Floorplan with the power grid:
(12 px per um) Pins as bars on the die edge. Tap cells in gray.
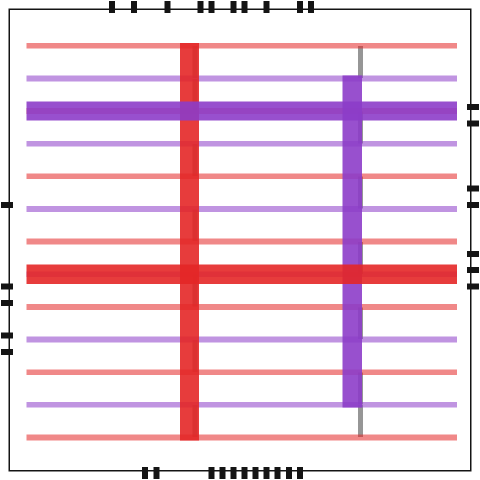
Cells colored by class:
(12 px per um) Fill, decap, tap and diode cells in gray.
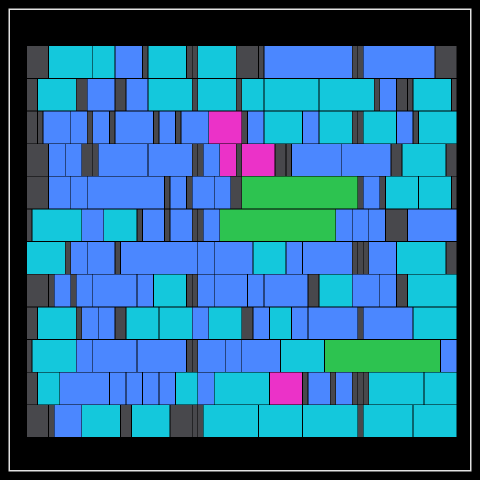
Routed clock nets over the placement:
(10 px per um)
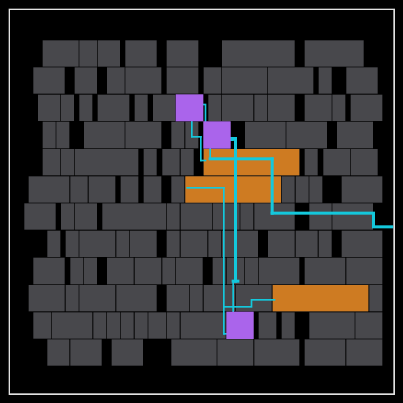
Routed metal, one color a layer:
(12 px per um)
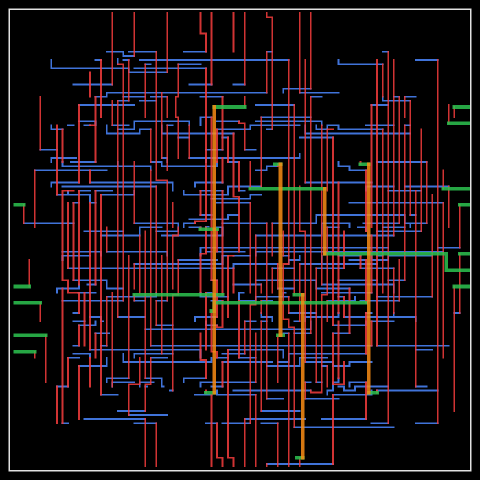
Routing congestion:
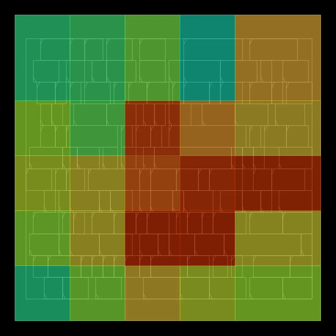
Design mc_ctrl, sky130hd; sources not shown.
==> results_slide.txt <==
Synthesis and Place & Route Summary

Drt
  • Routed Antenna Nets: 0
  • DRT Pass-1 Iters: 4
  • Vias per Instance: 5.103
  • DRC violations left: 0

Cells and area
  • Clk_buf instances: 4
  • Flop count: 3
  • Fillcell total: 71
  • Reg area: 78.83 um2
  • Multi-input gates: 65
  • Inserted Diodes: 0
  • Buffers outside the clock class: 46
  • Nets: 147
  • Share of cells above drive strength 1: 46.56%
  • Logic area: 442.9 um2
  • Nonclk inv count: 13

Critical path
  • Slowest-stage cell, CP: dfrtp_2
  • Number of cells on the critical path: 8
  • CP Buf/Inv Count: 3
  • CP startpoint kind: flip-flop
  • R2r setup slk: around 690 ps
  • Family with the most delay on the worst path: simple AND/OR/NAND/NOR gates
  • CP max FO: 5
  • Worst EP required: 1510 ps
  • CP arrival: roughly 1500 ps
  • Reg2Reg Depth: 7
  • Crit path kind: flip-flop to output port
  • Crit path largest cell delay: 420 ps

STA
  • Sum of negative setup slack: -29.27 ps
  • Min Clock Period, post-route: 2109 ps
  • Max Clk Rate: 474.1 MHz
  • Tcrit/Tclk final: 101.4%
  • Fin Hold WS: 285.5 ps
  • RSZ-0062 raised after global routing: yes
  • Final Hold Viols: 0
  • Final Setup Violations: 1
  • Min setup slack post-route: -29.27 ps
  • Max_slew headroom: 77.13%
  • Worst-Margin Slew: 343.0 ps

Yosys
  • Unique cell types: 19
  • Max-area cell share: around 16%
  • Comb area leader: simple AND/OR/NAND/NOR gates
  • Dominant Register Cell: dfrtp_1
  • Simple-Gate Area Share: 68.42%
  • Area leader, netlist: dfrtp_1
  • Post-synth EDFFs: 0
  • # Cells Yosys: about 81
  • Ys Warns: 0
  • Mapped Cells: 81
  • Post-synth net total: 96
  • Mapped Area: 475.5 um2
  • Fraction of registers with async set/reset: 100.0%
  • Register share after synthesis: around 16%
  • Adder Share, Synth: 0%
  • Synth Area per Inst: between 5 and 6 um2
  • Most frequent cell after synthesis: nor2_1

Power and ir drop
  • Design Power: between 700 and 800 uW
  • Switching Share: 45.76%
  • Power per cell area: 687.6 nW/um2
  • Sequential power share: between 10% and 20%
  • Comb power frac: 71.3%
  • P_sw: 322.8 uW

Die
  • Initial core utilization: 40.60%
  • Num ports: 33
  • Tap cell count: 14

Clock network
  • Post-CTS Setup Bufs: 12
  • CTS tree: done
  • Max clock buf depth: 2
  • CTS Buf Count: 3
  • Hold_buf cts: 0
  • Root Buffer: clkbuf_4
  • H-tree Lvls: 1

Hold path
  • Hold/Removal Path Class: input pin to async pin

Global routing
  • First-pass GRT wire length: 2.829 mm
  • Vias in the first global route: 690
  • Antenna violations before repair: 0
  • Total global routing overflow: 0

Status
  • Outcome: complete, but fails checks
  • Failing checks: negative setup slack

Flow run
  • Max cap viols: 0
  • OpenROAD warning count: 27
-- 'floorplan with the power grid' (at the start) --
Red stands for VSS. Purple stands for VDD.
14 tap cells. The core has 12 rows. 2 straps on met5.
die width: 38.34 um
core footprint: 1171 um2
worst IR drop on VDD: 0.0003434 V
Die H: 38.34 um

-- 'cells colored by class' (at the start) --
Cyan stands for other buffers and delay cells, cells 46. Green stands for flops, cells 3. Magenta stands for clock drivers and dummy loads, cells 4. Blue stands for all other logic, cells 78.
Seq/total area: 7.683%
final core utilization: 87.61%
cell row count: 12
final design instance area without fill: 1026 um2

-- 'routed clock nets over the placement' (at the start) --
Purple stands for cells driving clock nets, count 3. Cyan stands for clock wires, length 85.5 um. Orange stands for flip-flops, count 3.
There are 4 routed clock nets.
Clk Latency, worst-skew pair: 240 ps
part of the power in the clock network: 15.2%

-- 'routed metal, one color a layer' (at the start) --
Red stands for met2, wire length 1120 um. Orange stands for met4, wire length 76.2 um. Blue stands for met1, wire length 775 um. Green stands for met3, wire length 63.2 um.
via count: 740
final wirelength: 2.033 mm
Routed wire per std cell: 14.02 um
gr usage total: 29.07%

-- 'routing congestion' (at the start) --
M1 GR Usage: 25.61%
Most Crowded Layer GR: met2
met2 GRT Util: 58.47%
M3 GR Usage: 8.721%

-- routing by layer --
metal	vias up	share of wire [%]	routed length, um	track usage, %
met5	-	0	0	0
met4	0	3.7	76	12.93
met3	10	3.1	63	8.721
met2	26	55	1118	58.47
met1	346	38	775	25.61
li1	358	-	-	-
-- metrics by stage --
step	area [um2]	setup slack [ps]	instances	utilization [%]
2_1_floorplan	475.5	406.4	81	-
3_3_place_gp	813.3	-584.5	127	69.44
3_5_place_dp	813.3	-612.8	127	69.44
4_1_cts	963.4	8.158	143	82.27
5_1_grt	1026	-71.71	145	87.61
6_report	1026	-29.27	145	87.61
-- power groups by stage --
stage,Clock [uW],Sequential [uW],Combinational [uW]
after global routing,117,96.1,532
after floorplan,0,99.6,196
after CTS,107,93.1,452
final,107,95.6,503
after global placement,0,92.8,388
after detailed placement,0,94.9,392
Power figures rest on the tool's default switching activity, not on a simulated workload.
